### src/rtl/ps2_keycode.sv
// ps2_keycode: PS/2 keyboard (scan code set 2) receiver that turns make/break
// traffic into a HID-style keycode for the game logic.
//   Clk, Reset  : system clock, synchronous active-high reset
//   ps2_clk/data: raw PS/2 pins, asynchronous to Clk
//   keycode     : HID value of the most recently pressed still-held key, 0x00 if none
//   scan_code   : last good received byte
//   code_valid  : 1-cycle pulse when scan_code updates
//   frame_err   : 1-cycle pulse on start/parity/stop error or frame timeout
module ps2_keycode #(
  parameter int TIMEOUT_CYCLES = 50000
) (
  input  logic       Clk,
  input  logic       Reset,
  input  logic       ps2_clk,
  input  logic       ps2_data,
  output logic [7:0] keycode,
  output logic [7:0] scan_code,
  output logic       code_valid,
  output logic       frame_err
);
  localparam int             WDW    = $clog2(TIMEOUT_CYCLES + 1);
  localparam logic [WDW-1:0] WD_MAX = WDW'(TIMEOUT_CYCLES);

  typedef enum logic [1:0] {IDLE, DATA, PARITY, STOP} state_e;

  logic [1:0]     clk_sync_q, dat_sync_q;
  logic           clk_prev_q;
  logic           fall, bit_in, timeout, good, bad;
  state_e         state_q, state_d;
  logic [2:0]     cnt_q, cnt_d;
  logic [7:0]     shift_q, shift_d;
  logic           par_q, par_d;
  logic [WDW-1:0] wd_q, wd_d;
  logic           brk_q, brk_d, ext_q, ext_d;
  logic [4:0]     held_q, held_d;
  logic           last_vld_q, last_vld_d;
  logic [2:0]     last_q, last_d;
  logic [7:0]     scan_q, scan_d;
  logic           cv_q, cv_d, fe_q, fe_d;
  logic           key_hit;
  logic [2:0]     key_idx;

  assign fall    = clk_prev_q & ~clk_sync_q[1];
  assign bit_in  = dat_sync_q[1];
  // A fall in the terminal cycle wins: it proves the keyboard is still clocking.
  assign timeout = (state_q != IDLE) && !fall && (wd_q == WD_MAX);
  assign wd_d    = fall ? '0 : ((wd_q == WD_MAX) ? wd_q : wd_q + 1'b1);

  // Key index order doubles as fallback priority: W > S > A > D > R.
  always_comb begin
    key_hit = 1'b1;
    key_idx = 3'd0;
    case (shift_q)
      8'h1D:   key_idx = 3'd0;
      8'h1B:   key_idx = 3'd1;
      8'h1C:   key_idx = 3'd2;
      8'h23:   key_idx = 3'd3;
      8'h2D:   key_idx = 3'd4;
      default: key_hit = 1'b0;
    endcase
  end

  // Frame FSM
  always_comb begin
    state_d = state_q;
    cnt_d   = cnt_q;
    shift_d = shift_q;
    par_d   = par_q;
    good    = 1'b0;
    bad     = 1'b0;
    if (timeout) begin
      state_d = IDLE;
      bad     = 1'b1;
    end else if (fall) begin
      case (state_q)
        IDLE: begin
          if (!bit_in) begin
            state_d = DATA;
            cnt_d   = 3'd0;
          end else begin
            bad = 1'b1;
          end
        end
        DATA: begin
          shift_d = {bit_in, shift_q[7:1]};
          cnt_d   = cnt_q + 3'd1;
          if (cnt_q == 3'd7) state_d = PARITY;
        end
        PARITY: begin
          par_d   = bit_in;
          state_d = STOP;
        end
        STOP: begin
          state_d = IDLE;
          if (bit_in && (^{shift_q, par_q})) good = 1'b1;
          else                               bad  = 1'b1;
        end
        default: state_d = IDLE;
      endcase
    end
  end

  // Byte decoder and held-key tracking
  always_comb begin
    brk_d      = brk_q;
    ext_d      = ext_q;
    held_d     = held_q;
    last_vld_d = last_vld_q;
    last_d     = last_q;
    scan_d     = scan_q;
    cv_d       = good;
    fe_d       = bad;
    if (bad) begin
      brk_d = 1'b0;
      ext_d = 1'b0;
    end else if (good) begin
      scan_d = shift_q;
      if (shift_q == 8'hF0) begin
        brk_d = 1'b1;
      end else if (shift_q == 8'hE0) begin
        ext_d = 1'b1;
      end else begin
        brk_d = 1'b0;
        ext_d = 1'b0;
        if (key_hit && !ext_q) begin
          if (!brk_q) begin
            // Typematic repeats of a held key leave last untouched.
            if (!held_q[key_idx]) begin
              held_d[key_idx] = 1'b1;
              last_vld_d      = 1'b1;
              last_d          = key_idx;
            end
          end else if (held_q[key_idx]) begin
            held_d[key_idx] = 1'b0;
            if (last_vld_q && (last_q == key_idx)) begin
              // Descending scan so the lowest (highest-priority) index wins.
              last_vld_d = 1'b0;
              for (int i = 4; i >= 0; i--) begin
                if (held_d[i]) begin
                  last_vld_d = 1'b1;
                  last_d     = 3'(i);
                end
              end
            end
          end
        end
      end
    end
  end

  always_ff @(posedge Clk) begin
    if (Reset) begin
      // Sync chain resets to the idle-high level so no false fall follows reset.
      clk_sync_q <= 2'b11;
      dat_sync_q <= 2'b11;
      clk_prev_q <= 1'b1;
      state_q    <= IDLE;
      cnt_q      <= 3'd0;
      shift_q    <= 8'h00;
      par_q      <= 1'b0;
      wd_q       <= '0;
      brk_q      <= 1'b0;
      ext_q      <= 1'b0;
      held_q     <= 5'b0;
      last_vld_q <= 1'b0;
      last_q     <= 3'd0;
      scan_q     <= 8'h00;
      cv_q       <= 1'b0;
      fe_q       <= 1'b0;
    end else begin
      clk_sync_q <= {clk_sync_q[0], ps2_clk};
      dat_sync_q <= {dat_sync_q[0], ps2_data};
      clk_prev_q <= clk_sync_q[1];
      state_q    <= state_d;
      cnt_q      <= cnt_d;
      shift_q    <= shift_d;
      par_q      <= par_d;
      wd_q       <= wd_d;
      brk_q      <= brk_d;
      ext_q      <= ext_d;
      held_q     <= held_d;
      last_vld_q <= last_vld_d;
      last_q     <= last_d;
      scan_q     <= scan_d;
      cv_q       <= cv_d;
      fe_q       <= fe_d;
    end
  end

  always_comb begin
    keycode = 8'h00;
    if (last_vld_q) begin
      case (last_q)
        3'd0:    keycode = 8'h1A;
        3'd1:    keycode = 8'h16;
        3'd2:    keycode = 8'h04;
        3'd3:    keycode = 8'h07;
        3'd4:    keycode = 8'h15;
        default: keycode = 8'h00;
      endcase
    end
  end

  assign scan_code  = scan_q;
  assign code_valid = cv_q;
  assign frame_err  = fe_q;
endmodule
### config.mk
export PLATFORM = sky130hd
export DESIGN_NAME = ps2_keycode
export DESIGN_NICKNAME = d
export VERILOG_FILES = /design/src/rtl/ps2_keycode.sv
export SDC_FILE = /design/constraint.sdc
export NUM_CORES = 1
export LEC_CHECK = 0
export CAP_MARGIN = 20
export CORE_ASPECT_RATIO = 0.5
export CORE_MARGIN = 1
export CORE_UTILIZATION = 50
export CTS_CLUSTER_DIAMETER = 40
export DETAILED_ROUTE_END_ITERATION = 16
export PLACE_DENSITY = 0.69
export SLEW_MARGIN = 10
export SYNTH_ARGS = -nofsm -noshare
export SYNTH_HDL_FRONTEND = slang
export SYNTH_SLANG_ARGS = --single-unit
### constraint.sdc
create_clock -name Clk -period 7.35 [get_ports Clk]
set_input_delay 1.47 -clock Clk [delete_from_list [all_inputs] [get_ports Clk]]
set_output_delay 1.47 -clock Clk [all_outputs]
set_load 0.005 [all_outputs]
==> results.txt, run 1 <==
This note records the results obtained with Yosys and OpenROAD.

Outcome
The run finished with clean final reports.

Critical path
The buffers plus inverters on the worst setup path is 0. The launch point of the worst path is shift_q[2]. The OpenROAD report gives the critical path a required time of 7.53 ns. The longest individual stage delay on the worst path is 0.71 ns.

Power
The switching component of the power was reported as 0.125 mW. The highest supply drop recorded on VDD is 0.0914 mV. The flow reports power dissipated in combinational cells as 0.0187 mW.

Power attributed to sequential cells is 0.308 mW. The leakage power of the design is 1.26 nW. The clock network fraction of design power is 42.2%. The completed layout was analyzed and its total power is 0.565 mW. The internal power of the cells totals 0.440 mW.

Place
Prior to clock tree synthesis, the placed netlist has a worst setup slack of 3.76 ns. RePlAce ended its routability-driven mode at a weighted congestion of 0.838.

Layout
Of the total standard cell area in the layout, the multi-input combinational portion is 52.9%. The number of buffers other than clock buffers in the final layout is 19. The number of multi-input combinational cells in the layout is 268. Leaving out fill and tap cells, the most frequent cells in the layout are sky130_fd_sc_hd__dfxtp_1, sky130_fd_sc_hd__nor2_1, sky130_fd_sc_hd__a21oi_1. The fraction of cell area in sequential cells is reported as 32.6%. Per the layout area report, the register area comes to 0.00112 sq mm. In the final design database the tool counted 380 nets.

Die
Per the OpenROAD floorplan log, the area of the die is 0.00660 sq mm. 22 I/O pins were placed. The design received a total of 84 well taps at floorplan.

Timing
Per the final timing report, the hold violations number 0. Across the routed clock network, the largest skew measured is 0.00625 ns. Across all checked pins, the minimum headroom to the slew limit is 37.0%.

Synthesis
After synthesis the cells add up to 0.00313 sq mm. The synthesis report names the predominant flop master as sky130_fd_sc_hd__dfxtp_1. Yosys reports a chip area of 0.00313 sq mm.

Global routing
The global-route wire length before repair is 10900 microns. The overflow left after global routing is 0. The global routing report lists combined usage of all routing layers as 21.1%. The initial antenna violation count is 0.

The via count of the first global-routing pass is 2354.

Worst hold path
The number of instances on the worst hold path is 1. The path class of the tightest hold or removal check is reg -> reg. The launch point of the worst hold path is dat_sync_q[0].

Clocking
TritonCTS created 5 clock buffers. The total of hold buffers inserted after clock tree synthesis is 0. The cell sitting at the root of the clock tree is a sky130_fd_sc_hd__clkbuf_16.

The clock latency on the worst-skew pair is 0.30 ns.

Route
The DRC violation total left in the routed layout is recorded as 0. The violation tally from detailed-route iteration zero is 136.
run 1: per-layer routing:
metal,vias up,wire length [microns],GRT usage [%]
met1,1211,3020,26.3
met4,0,40,5.19
li1,1263,-,-
met3,6,270,5.33
met2,45,2980,37.1
met5,-,0,0
run 1: per-stage QoR:
step / hold WS, ns / cells / cell area [sq um] / util, %
floorplan: 0.389 / 367 / 3140 / -
global placement: 0.395 / 443 / 3290 / 57.2
detailed placement: 0.401 / 443 / 3290 / 57.2
CTS: 0.418 / 451 / 3440 / 59.7
global route: 0.438 / 451 / 3440 / 59.7
finish: 0.419 / 451 / 3440 / 59.7
run 1: logic make-up after synthesis:
family | after synthesis
simple gates | 151
compound gates | 66
flops | 56
buf+inv | 43
xor+xnor | 23
mux | 15
fa+ha+maj | 10
other cells | 1
### Routed metal per tile, run 1

23 x 12 tiles, from black (low) to pale yellow (high), scaled to the fullest tile. Values are wire area over tile area, all layers added.
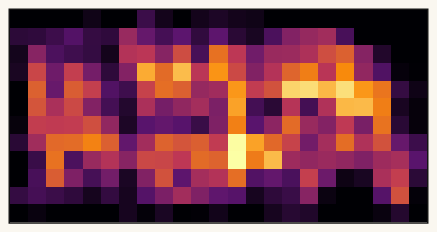
mean over tiles	0.15
fullest tile	0.47
nearly empty tiles	17%

### Placed standard cells, run 1

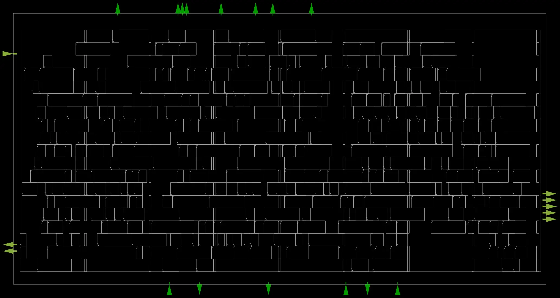
utilization after layout: 59.7%
number of fillers in the final layout: 528

### Close-up of the layout, run 1

Scale bar: 10 microns. Region (44, 5) to (69, 30) microns. Cells in grey, sequential cells in the stronger grey; small squares are vias.
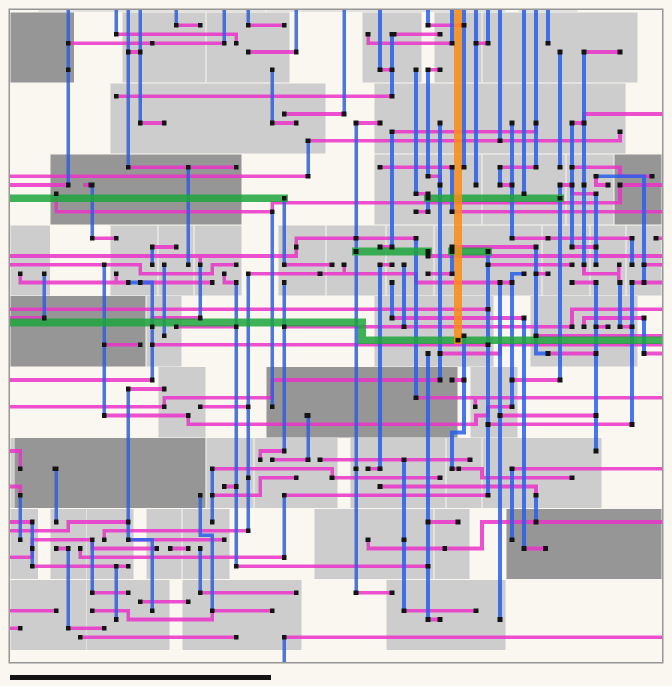
layer	colour
met2	blue
met3	green
met1	magenta
met4	orange
netlist names of flops here include	`state_q` (2)
sequential cells in the window	5
most frequent	ha_1 (6), nor3_1 (5), dfxtp_1 (5)
cells with their middle in the window	47

### Routed clock nets over the placement, run 1

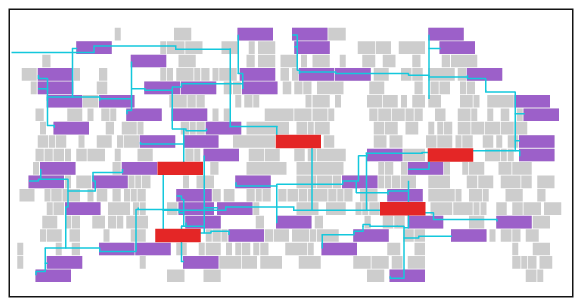

==> run 2: changes to the inputs <==
Clock period 7.35 ns to 3.1 ns, I/O delays scaled along.
### Routed clock nets over the placement, run 2

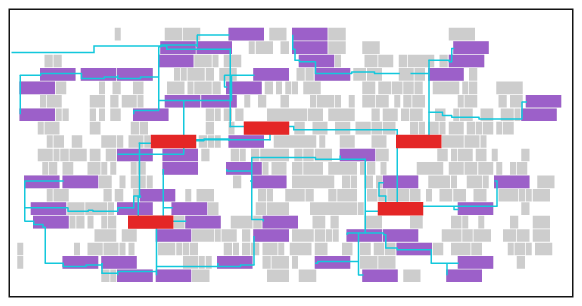
[clock wires] cyan | length: 660 microns
[cells driving clock nets] red | count: 5
[flip-flops] purple | count: 56
flops lie	all over the die

==> run 2 against run 1 <==
Clock-buffer cell count unchanged. Fmax is 19% higher. Design area rose by 1.0%. Utilization up 0.61 points. Clock skew grew 0.0011 ns.
==> results.txt, run 2 <==
This note records the results obtained with Yosys and OpenROAD.

Clocking
Post-CTS repair ended up resizing 0 cells. For this design, the CTS-stage hold fixing added 0 buffers. The number of sinks handled by clock tree synthesis is 56. Post-CTS timing repair inserted 0 buffers for setup. The clock tree from TritonCTS is yes. In this run the deepest clock path goes through 2 buffers. The number of clock buffers inserted by TritonCTS is 5.

The clock latency on the worst-skew pair is 0.29 ns. The root buffer cell is sky130_fd_sc_hd__clkbuf_16.

Synthesis
The cell type with the highest aggregate area in the netlist is sky130_fd_sc_hd__dfxtp_1. After synthesis, the mean cell area works out to 8.57 sq um. The synthesis run shows the most used standard cells to be sky130_fd_sc_hd__dfxtp_1, sky130_fd_sc_hd__nor2_1, sky130_fd_sc_hd__a21oi_1, sky130_fd_sc_hd__nand2_1, sky130_fd_sc_hd__nand3_1. The most frequently used flop master after synthesis is sky130_fd_sc_hd__dfxtp_1. Summing the sequential cell areas from Yosys gives 35.8% of the chip area. The main area contributors are sky130_fd_sc_hd__dfxtp_1, sky130_fd_sc_hd__nor2_1, sky130_fd_sc_hd__a21oi_1. The number of flops mapped to enable cells by yosys is 0. The chip area line in the Yosys stat output reads 0.00313 sq mm. The async set-reset flop share out of synthesis is 0%.

The cell area after technology mapping is 0.00313 sq mm.

Global routing
The via count of the first global-routing pass is 2386. The total routing usage reported by global routing is 20.5%. The initial antenna violation count is 0.

The global-route track usage on met1 is 26.4%. Recorded from the global router log, the overflow total was 0. The global router reports that the layer with the highest usage is met2. The met2 global-route usage is 36.1%. The global-route wire length before repair is 10800 microns.

Global routing consumed, on the met3 layer, 4.39% of the routing resources.

Layout
In the layout the tool counted multi-input logic cells amounting to 268. The most common logic cells in the final layout are sky130_fd_sc_hd__dfxtp_1, sky130_fd_sc_hd__nor2_1, sky130_fd_sc_hd__a21oi_1. The number of nets in the final layout is 385.

The non-clock buffering overhead in the final layout is 6.49%. The post-layout utilization of the core is 60.3%. The post-route non-filler standard cell count is 456. The area occupied by registers is 0.00112 sq mm. Multi-input logic gates represent a cell area share of 52.3%.

The clock-cell share of area is 4.11%. In this run the layout overhead on the synthesized area is reported as 11.0%. The total of fill cells in the finished design is 524. The fraction of standard cell area that is sequential is 32.3%.

The ratio of cells with drive above 1 in the final layout is 8.87%. The number of buffers other than clock buffers in the final layout is 24.

Route
The highest routing layer actually used is met4. The violation tally from detailed-route iteration zero is 88. Wire segments on met2 add up to 2780 microns in the final route.

The DRC violation count after routing is 0. The met1 routed wirelength after detailed routing is 3110 microns. In the detailed route, the total length drawn on met3 is 197 microns.

Timing
The worst-case hold slack is 0.415 ns. In the final timing run, aggregate negative setup slack is 0 ns. The worst slew margin relative to its limit is 55.8%. The worst clock skew is 0.00734 ns. The final timing report lists a hold violation count of 0.

The transition time recorded at the tightest slew-check pin is 0.661 ns. Static timing analysis puts the maximum clock frequency at 0.354 GHz.

Critical path
The capture point of the worst reg-to-reg path is last_q[2]. The termination of the worst setup path is last_q[2]. Across all register-to-register paths, the minimum setup slack is 0.27 ns. Counting both buffers and inverters, the worst setup path holds a total of 0. The OpenROAD report gives the critical path a required time of 3.28 ns. Data arrives at the worst endpoint at 3.01 ns. The critical path's slowest stage uses the library cell sky130_fd_sc_hd__dfxtp_1. Per STA, the startpoint of the critical path is shift_q[2].

The gate family responsible for the most delay along the worst path is XOR/XNOR gates. On the worst path, the slowest cell contributes a delay of 0.58 ns.

Job
The total of max-cap violations is 0. The number of warnings the tools reported is 31.

Power
Per the OpenROAD power report, switching power amounts to 0.290 mW. The sequential power reported by the tool is 0.731 mW. Power spread over the standard cell area amounts to 385 mW/mm^2. The combinational power share is 3.4%.

The clock network fraction of design power is 41.9%. Net switching is 21.8% of the power. The leakage power of the design is 1.29 nW.

The internal power contribution is 1.04 mW. Summed over all combinational cells, the power is 0.0458 mW. The peak supply drop is 0.286 mV.

Outcome
The flow ran to the end, and the final reports show no timing, DRC or antenna violations.

Die
The I/O pin count is 22. The die covers 0.00660 sq mm. Tap insertion was completed with 84 tapcells. The core footprint is 0.00575 sq mm.

Worst hold path
The launch point of the worst hold path is clk_sync_q[0]. The worst min-delay path category is reg -> reg. The report gives the cell count of the worst hold path as 1.

Place
The number of cells in the design after placement is 448. The routability-driven placement congestion ratio is 0.879.
run 2: cells by family (layout without fill, tap and decap cells):
group,count (synthesis),count (layout),share of synthesized area [%]
muxes,15,15,4.96
other,1,3,0.120
and+or+nand+nor,151,151,25.3
DFF,56,56,35.8
adders and majority gates,10,10,4.00
xor gates and xnor gates,23,23,8.32
buffers and inverters,43,48,6.32
AOI/OAI and AO/OA,66,66,15.2
run 2: per-stage QoR:
step | setup slack [ns] | total power, mW | cell area [sq um]
after floorplan | 0.504 | 0.782 | 3140
after global placement | 0.367 | 0.792 | 3330
after detailed placement | 0.297 | 0.793 | 3330
after CTS | 0.271 | 1.35 | 3470
after global routing | 0.0521 | 1.39 | 3470
final | 0.273 | 1.34 | 3470
No activity file was given, so power comes from the tool's default toggle rates.
